### src/rtl/sm_uart_rx_frame_ctrl_pkg.sv
// Shared types and constants for the UART frame controller.
package sm_uart_frame_pkg;

  typedef enum logic [2:0] {
    HUNT    = 3'd0,
    LEN     = 3'd1,
    PAYLOAD = 3'd2,
    CHECK   = 3'd3,
    END     = 3'd4,
    HOLD    = 3'd5
  } state_t;

  localparam logic [2:0] ERR_NONE     = 3'd0;
  localparam logic [2:0] ERR_BAD_LEN  = 3'd1;
  localparam logic [2:0] ERR_CHECKSUM = 3'd2;
  localparam logic [2:0] ERR_NO_EOF   = 3'd3;
  localparam logic [2:0] ERR_TIMEOUT  = 3'd4;
  localparam logic [2:0] ERR_OVERRUN  = 3'd5;

  localparam logic [7:0] DEF_SOF_BYTE = 8'h23;
  localparam logic [7:0] DEF_EOF_BYTE = 8'h0A;

  // Increment that sticks at 255 instead of wrapping.
  function automatic logic [7:0] sat_inc8(input logic [7:0] v);
    return (v == 8'hFF) ? v : v + 8'd1;
  endfunction

endpackage

### src/rtl/sm_uart_rx_frame_ctrl_if.sv
// Byte-stream input, frame handoff and status signals of the frame controller.
// Signal names are written from the controller's point of view.
interface sm_uart_rx_frame_ctrl_if #(
  parameter int unsigned MAX_LEN = 16
);
  localparam int ADDR_W = (MAX_LEN > 1) ? $clog2(MAX_LEN) : 1;

  logic [7:0]        i_rx_byte;
  logic              i_rx_valid;
  logic              o_frame_valid;
  logic              i_frame_ack;
  logic [7:0]        o_frame_len;
  logic [ADDR_W-1:0] i_rd_addr;
  logic [7:0]        o_rd_data;
  logic              o_err_strobe;
  logic [2:0]        o_err_code;
  logic              o_busy;
  logic [7:0]        o_drop_count;

  // Driver of bytes / consumer of frames.
  modport master (
    output i_rx_byte, i_rx_valid, i_frame_ack, i_rd_addr,
    input  o_frame_valid, o_frame_len, o_rd_data, o_err_strobe,
           o_err_code, o_busy, o_drop_count
  );

  // The frame controller itself.
  modport slave (
    input  i_rx_byte, i_rx_valid, i_frame_ack, i_rd_addr,
    output o_frame_valid, o_frame_len, o_rd_data, o_err_strobe,
           o_err_code, o_busy, o_drop_count
  );
endinterface

### src/rtl/sm_uart_rx_frame_ctrl_timeout.sv
// Inter-byte idle counter: 16-bit, clear has priority over enable,
// terminal count flags when the count equals TIMEOUT_CLKS.
module sm_frame_timeout #(
  parameter int unsigned TIMEOUT_CLKS = 43400
) (
  input  logic CLOCK,
  input  logic RESET_N,
  input  logic i_clr,
  input  logic i_en,
  output logic o_tc
);
  logic [15:0] r_cnt;

  // Count idle cycles; stop at all-ones so the counter cannot wrap back under the limit.
  always_ff @(posedge CLOCK or negedge RESET_N) begin
    if (!RESET_N) begin
      r_cnt <= 16'd0;
    end else if (i_clr) begin
      r_cnt <= 16'd0;
    end else if (i_en && (r_cnt != 16'hFFFF)) begin
      r_cnt <= r_cnt + 16'd1;
    end
  end

  assign o_tc = (r_cnt == 16'(TIMEOUT_CLKS));
endmodule

### src/rtl/sm_uart_rx_frame_ctrl.sv
// Frame-level controller behind the UART byte receiver:
// SOF, length, payload, XOR checksum, EOF; buffers one verified frame
// for the consumer and reports malformed frames, timeouts and overruns.
module sm_uart_rx_frame_ctrl
  import sm_uart_frame_pkg::*;
#(
  parameter int unsigned MAX_LEN      = 16,
  parameter logic [7:0]  SOF_BYTE     = DEF_SOF_BYTE,
  parameter logic [7:0]  EOF_BYTE     = DEF_EOF_BYTE,
  parameter int unsigned TIMEOUT_CLKS = 43400
) (
  input  logic                  CLOCK,
  input  logic                  RESET_N,
  sm_uart_rx_frame_ctrl_if.slave bus
);
  localparam int ADDR_W = (MAX_LEN > 1) ? $clog2(MAX_LEN) : 1;

  state_t            r_state;
  logic [7:0]        r_len;
  logic [7:0]        r_chk;
  logic [ADDR_W-1:0] r_idx;
  logic              r_frame_valid;
  logic              r_busy;
  logic              r_err_strobe;
  logic [2:0]        r_err_code;
  logic [7:0]        r_drop_count;
  logic [7:0]        r_buf [MAX_LEN];

  logic w_in_frame;
  logic w_to_clr;
  logic w_to_tc;
  logic w_len_ok;
  logic w_idx_last;
  logic w_is_sof;
  logic w_wr_en;

  assign w_in_frame = (r_state == LEN) || (r_state == PAYLOAD) ||
                      (r_state == CHECK) || (r_state == END);
  assign w_to_clr   = bus.i_rx_valid || !w_in_frame;
  assign w_len_ok   = (bus.i_rx_byte != 8'd0) && (32'(bus.i_rx_byte) <= MAX_LEN);
  assign w_idx_last = (8'(r_idx) == (r_len - 8'd1));
  assign w_is_sof   = (bus.i_rx_byte == SOF_BYTE);
  assign w_wr_en    = bus.i_rx_valid && (r_state == PAYLOAD);

  sm_frame_timeout #(
    .TIMEOUT_CLKS (TIMEOUT_CLKS)
  ) u_timeout (
    .CLOCK   (CLOCK),
    .RESET_N (RESET_N),
    .i_clr   (w_to_clr),
    .i_en    (w_in_frame),
    .o_tc    (w_to_tc)
  );

  // Framing state machine with registered status outputs.
  always_ff @(posedge CLOCK or negedge RESET_N) begin
    if (!RESET_N) begin
      r_state       <= HUNT;
      r_len         <= 8'd0;
      r_chk         <= 8'd0;
      r_idx         <= '0;
      r_frame_valid <= 1'b0;
      r_busy        <= 1'b0;
      r_err_strobe  <= 1'b0;
      r_err_code    <= ERR_NONE;
      r_drop_count  <= 8'd0;
    end else begin
      r_err_strobe <= 1'b0;
      if ((r_state == HOLD) && bus.i_frame_ack) begin
        // Ack releases the buffer; a coincident byte is treated as if in HUNT.
        r_frame_valid <= 1'b0;
        if (bus.i_rx_valid && w_is_sof) begin
          r_state <= LEN;
          r_busy  <= 1'b1;
        end else begin
          r_state <= HUNT;
          r_busy  <= 1'b0;
        end
      end else if (bus.i_rx_valid) begin
        unique case (r_state)
          HUNT: begin
            if (w_is_sof) begin
              r_state <= LEN;
              r_busy  <= 1'b1;
            end
          end
          LEN: begin
            if (w_len_ok) begin
              r_len   <= bus.i_rx_byte;
              r_chk   <= bus.i_rx_byte;
              r_idx   <= '0;
              r_state <= PAYLOAD;
            end else begin
              r_err_strobe <= 1'b1;
              r_err_code   <= ERR_BAD_LEN;
              r_state      <= HUNT;
              r_busy       <= 1'b0;
            end
          end
          PAYLOAD: begin
            r_chk <= r_chk ^ bus.i_rx_byte;
            r_idx <= r_idx + ADDR_W'(1);
            if (w_idx_last) begin
              r_state <= CHECK;
            end
          end
          CHECK: begin
            if (bus.i_rx_byte == r_chk) begin
              r_state <= END;
            end else begin
              r_err_strobe <= 1'b1;
              r_err_code   <= ERR_CHECKSUM;
              r_state      <= HUNT;
              r_busy       <= 1'b0;
            end
          end
          END: begin
            if (bus.i_rx_byte == EOF_BYTE) begin
              r_state       <= HOLD;
              r_frame_valid <= 1'b1;
            end else begin
              r_err_strobe <= 1'b1;
              r_err_code   <= ERR_NO_EOF;
              r_state      <= HUNT;
              r_busy       <= 1'b0;
            end
          end
          HOLD: begin
            // Buffer is owned by the consumer: drop the byte and flag it.
            r_drop_count <= sat_inc8(r_drop_count);
            r_err_strobe <= 1'b1;
            r_err_code   <= ERR_OVERRUN;
          end
          default: begin
            r_state <= HUNT;
            r_busy  <= 1'b0;
          end
        endcase
      end else if (w_in_frame && w_to_tc) begin
        r_err_strobe <= 1'b1;
        r_err_code   <= ERR_TIMEOUT;
        r_state      <= HUNT;
        r_busy       <= 1'b0;
      end
    end
  end

  // Payload store; only written while collecting payload, never in HOLD.
  always_ff @(posedge CLOCK) begin
    if (w_wr_en) begin
      r_buf[r_idx] <= bus.i_rx_byte;
    end
  end

  assign bus.o_frame_valid = r_frame_valid;
  assign bus.o_frame_len   = r_frame_valid ? r_len : 8'd0;
  assign bus.o_rd_data     = (r_frame_valid && (32'(bus.i_rd_addr) < MAX_LEN)) ?
                             r_buf[bus.i_rd_addr] : 8'd0;
  assign bus.o_err_strobe  = r_err_strobe;
  assign bus.o_err_code    = r_err_code;
  assign bus.o_busy        = r_busy;
  assign bus.o_drop_count  = r_drop_count;
endmodule

### src/flat_wrapper.sv
// flat-port wrapper written by rule: the top's interface ports become plain ports
module sm_uart_rx_frame_ctrl_flat import sm_uart_frame_pkg::*;
#(
  parameter int unsigned MAX_LEN      = 16,
  parameter logic [7:0]  SOF_BYTE     = DEF_SOF_BYTE,
  parameter logic [7:0]  EOF_BYTE     = DEF_EOF_BYTE,
  parameter int unsigned TIMEOUT_CLKS = 43400
)
  (CLOCK, RESET_N, bus_i_rx_byte, bus_i_rx_valid, bus_i_frame_ack, bus_i_rd_addr, bus_o_frame_valid, bus_o_frame_len, bus_o_rd_data, bus_o_err_strobe, bus_o_err_code, bus_o_busy, bus_o_drop_count);
  sm_uart_rx_frame_ctrl_if #(.MAX_LEN(MAX_LEN)) bus_i ();
  input  logic CLOCK;
  input  logic RESET_N;
  input wire logic [$bits(bus_i.i_rx_byte)-1:0] bus_i_rx_byte;
  input wire logic [$bits(bus_i.i_rx_valid)-1:0] bus_i_rx_valid;
  input wire logic [$bits(bus_i.i_frame_ack)-1:0] bus_i_frame_ack;
  input wire logic [$bits(bus_i.i_rd_addr)-1:0] bus_i_rd_addr;
  output wire logic [$bits(bus_i.o_frame_valid)-1:0] bus_o_frame_valid;
  output wire logic [$bits(bus_i.o_frame_len)-1:0] bus_o_frame_len;
  output wire logic [$bits(bus_i.o_rd_data)-1:0] bus_o_rd_data;
  output wire logic [$bits(bus_i.o_err_strobe)-1:0] bus_o_err_strobe;
  output wire logic [$bits(bus_i.o_err_code)-1:0] bus_o_err_code;
  output wire logic [$bits(bus_i.o_busy)-1:0] bus_o_busy;
  output wire logic [$bits(bus_i.o_drop_count)-1:0] bus_o_drop_count;
  assign bus_i.i_rx_byte = bus_i_rx_byte;
  assign bus_i.i_rx_valid = bus_i_rx_valid;
  assign bus_i.i_frame_ack = bus_i_frame_ack;
  assign bus_i.i_rd_addr = bus_i_rd_addr;
  assign bus_o_frame_valid = bus_i.o_frame_valid;
  assign bus_o_frame_len = bus_i.o_frame_len;
  assign bus_o_rd_data = bus_i.o_rd_data;
  assign bus_o_err_strobe = bus_i.o_err_strobe;
  assign bus_o_err_code = bus_i.o_err_code;
  assign bus_o_busy = bus_i.o_busy;
  assign bus_o_drop_count = bus_i.o_drop_count;
  sm_uart_rx_frame_ctrl #(.MAX_LEN(MAX_LEN), .SOF_BYTE(SOF_BYTE), .EOF_BYTE(EOF_BYTE), .TIMEOUT_CLKS(TIMEOUT_CLKS)) u_core (.CLOCK(CLOCK), .RESET_N(RESET_N), .bus(bus_i));
endmodule
### config.mk
export PLATFORM = sky130hd
export DESIGN_NAME = sm_uart_rx_frame_ctrl_flat
export DESIGN_NICKNAME = d
export VERILOG_FILES = /design/src/rtl/sm_uart_rx_frame_ctrl_pkg.sv /design/src/rtl/sm_uart_rx_frame_ctrl_if.sv /design/src/rtl/sm_uart_rx_frame_ctrl_timeout.sv /design/src/rtl/sm_uart_rx_frame_ctrl.sv /design/src/flat_wrapper.sv
export SDC_FILE = /design/constraint.sdc
export NUM_CORES = 1
export LEC_CHECK = 0
export CORE_MARGIN = 3
export CORE_UTILIZATION = 59
export CTS_CLUSTER_DIAMETER = 30
export DETAILED_ROUTE_END_ITERATION = 7
export PLACE_DENSITY = 0.79
export SKIP_CTS_REPAIR_TIMING = 1
export SYNTH_ARGS = -nofsm -noshare
export SYNTH_HDL_FRONTEND = slang
export SYNTH_SLANG_ARGS = --single-unit
### constraint.sdc
create_clock -name CLOCK -period 2.98 [get_ports CLOCK]
set_input_delay 0.596 -clock CLOCK [delete_from_list [all_inputs] [get_ports CLOCK]]
set_output_delay 0.596 -clock CLOCK [all_outputs]
set_load 0.02 [all_outputs]
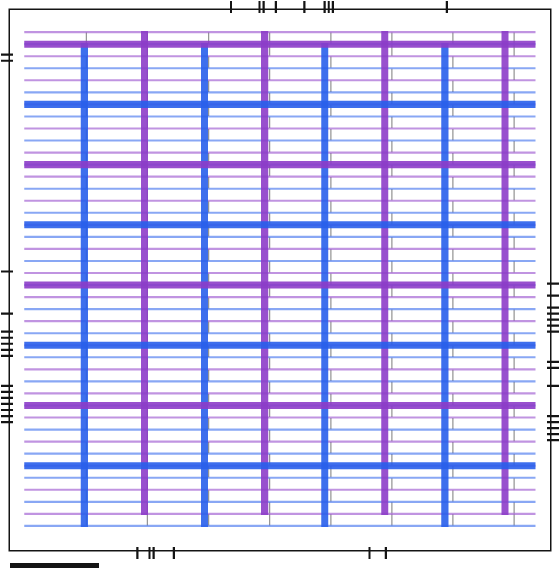
**Above:** PDN straps and rails.
The bar under the picture is 20 um long. Pins as bars on the die edge. Tap cells in gray.
- blue: VSS
- purple: VDD
- tap cells: 172
- met4 straps: 8
- rows: 41

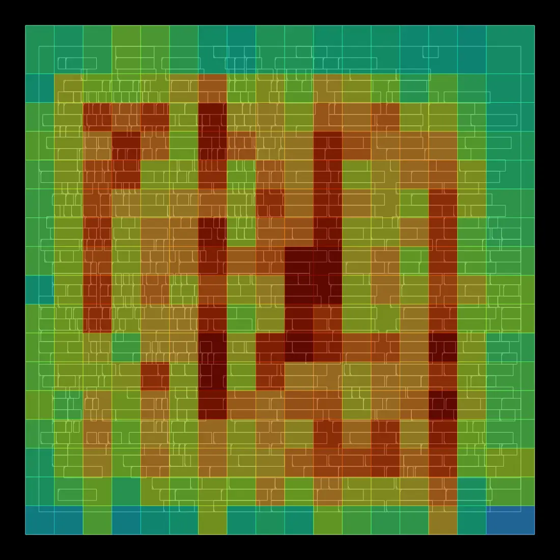
**Above:** routing congestion.
M1 GR Usage: 0.318
Final Util: 0.747
total track usage: 0.259

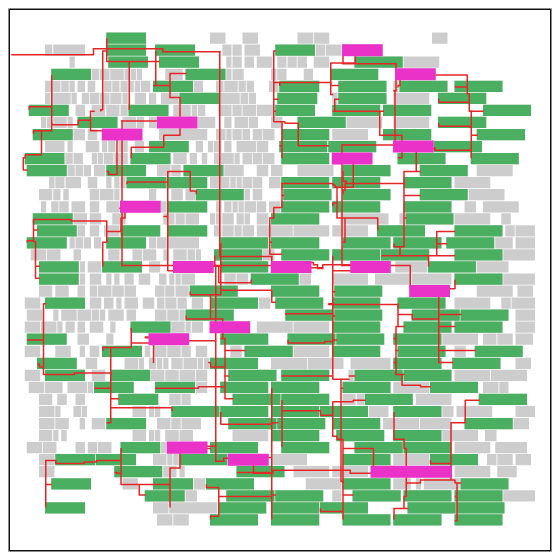
**Above:** clock distribution.
- green: flip-flops (count 181)
- red: clock wires (length 1800 um)
- magenta: cells driving clock nets (count 17)
- routed clock nets: 18
- flops lie: spread over the die

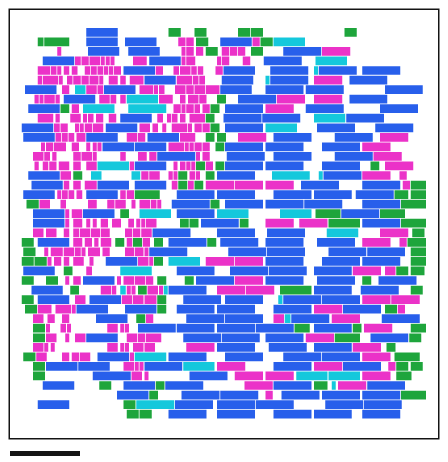
**Above:** cells colored by class.
The bar under the picture is 20 um long.
- magenta: all other logic (cells 321; share of their area 28%)
- cyan: clock drivers and dummy loads (cells 31; share of their area 6.1%)
- green: other buffers and delay cells (cells 96; share of their area 11%)
- blue: flops (cells 181; share of their area 55%)

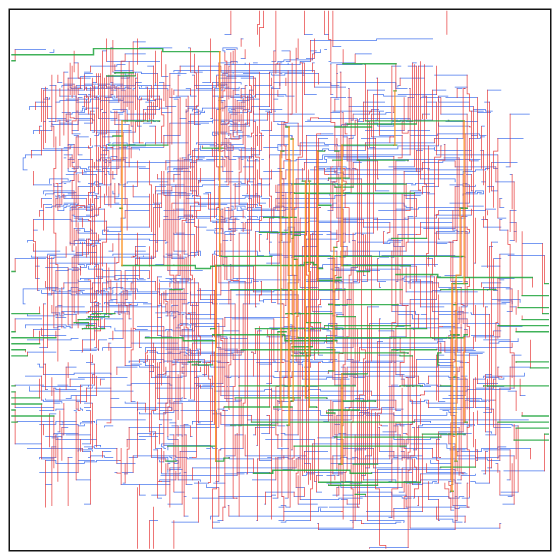
**Above:** wiring by layer.
- green: met3 (wire length 1220 um)
- orange: met4 (wire length 703 um)
- red: met2 (wire length 9520 um)
- blue: met1 (wire length 6970 um)

==> results_dict.tcl <==
# place-and-route summary
set metrics [dict create \
    grt_max_degree 54 \
    buffers 96 \
    ys_sh_simple 0.117 \
    drc 0 \
    reg.largest.list "u_core.r_buf (128), u_core.u_timeout.r_cnt (16)" \
    worstSkewPairLatency_ns 0.42 \
    grt_remaining_overflow 0 \
    outcome "finished clean" \
    area_growth_pct 21.3 \
    num-multi-input-gates 309 \
    fp.dieW_um 122 \
    crit_chain "buf_12 -> buf_12 -> buf_8 -> buf_4 -> mux4_2 -> mux4_2 -> and2_4 -> buf_6" \
    fillCellCount 770 \
    maxCapViolCount 0 \
    setup_tns_ns 0 \
    clkbuf_count 21 \
    inv_count 12 \
    cts_tree "done" \
    yosys-stat-cells 524 \
    whs_ns 0.156 \
    hp-class "in -> async" \
    vias 4940 \
    mux_area_frac 0.128 \
    gp_congestion 0.853 \
    worst_slack_ns 0.0306 \
    intPower_uw 4690 \
    tightest_slew_ns 0.692 \
    warning_count 31 \
    hpwl_um 11600 \
    p_per_area_nw_per_um2 659 \
    htreeDepth 4 \
    rr_worst_depth 6 \
    leakagePower_uw 0.00362 \
    seqAreaFraction 0.537 \
    final-clk-cell-share 0.0596 \
    p_comb_frac 0.165 \
    p_sw_frac 0.261 \
    core_area_um2 12900 \
    ys_sh_adder 0.0126 \
    cp_slowest_stage_delay_ns 0.53 \
    drt-total-wl_um 18400 \
    first_global_vias 4922 \
    hold_viol 0 \
    cp.depth 8 \
    top_cells_by_count "128 x edfxtp_1, 53 x dfrtp_1, 40 x mux4_2" \
    dpl_cell_area_um2 8900 \
    wl_per_cell_um 23.0 \
    crit_end "bus_o_rd_data[7]" \
    fmax_mhz 339 \
    num_io_pins 46 \
    cts_sinks 181 \
    combAreaFraction 0.272 \
    layout_top_cells "128 x edfxtp_1, 53 x dfrtp_1, 40 x mux4_2" \
    critPathSlowestCell "mux4_2" \
    cts_made_buffers 17 \
    synthesis.area_um2 7930 \
    chipArea_um2 14900 \
    rsz0062_at_grt "yes" \
    yosys.cell_types.count 51 \
    synth_top_area_share 0.484 \
    final_common_cell "edfxtp_1" \
    wl_met1_um 6970 \
    antenna_found_initial 0 \
    yosysSeqAreaShare 0.652 \
    largestClassByArea "sequential cells" \
    fin_crit_sh 0.990 \
    yosysMostFrequentCell "edfxtp_1" \
    ys_area_um2 7930 \
    busiest_layer "met2" \
    nets 641 \
    synthAoiAreaFrac 0.0330 \
    slew_viol_final 0 \
    critPathCaptureType "output pin" \
    final.setup_skew_ns 0.00736 \
    layout-drive-gt1-share 0.208 \
    port_buffers 45 \
    ys_async_sr_fraction 0.293 \
    wl_met2_um 9520 \
    slew_headroom 0.539 \
    logic_area_um2 2610 \
    path_max_fanout 5 \
    r2r_end "u_core.r_state[0]$_DFFE_PN0P_" \
    dr.pass1.iters 4 \
    synth_nets 548 \
    yosysTopAreaCell "edfxtp_1" \
    area_leaders "edfxtp_1 48%, dfrtp_1 17%, mux4_2 11%, xor2_1 2.9%, and2_1 2.4%" \
]
[worst reg2reg max path, delay by kind of cell, from the launching register on]
| kind | cells | cell delay [ns] |
|---|---|---|
| and+or+nand+nor | 2 | 0.82 |
| AOI/OAI and AO/OA | 3 | 0.57 |
| DFF | 1 | 0.50 |
| muxes | 1 | 0.20 |
[power groups by stage]
stage          Sequential [uW]  Clock [uW]  Combinational [uW]
3_3_place_gp              3130           0                 959
6_report                  3110        2190                1050
3_5_place_dp              3150           0                1010
5_1_grt                   3130        2320                1150
2_1_floorplan             3090           0                 704
4_1_cts                   3100        2210                1030
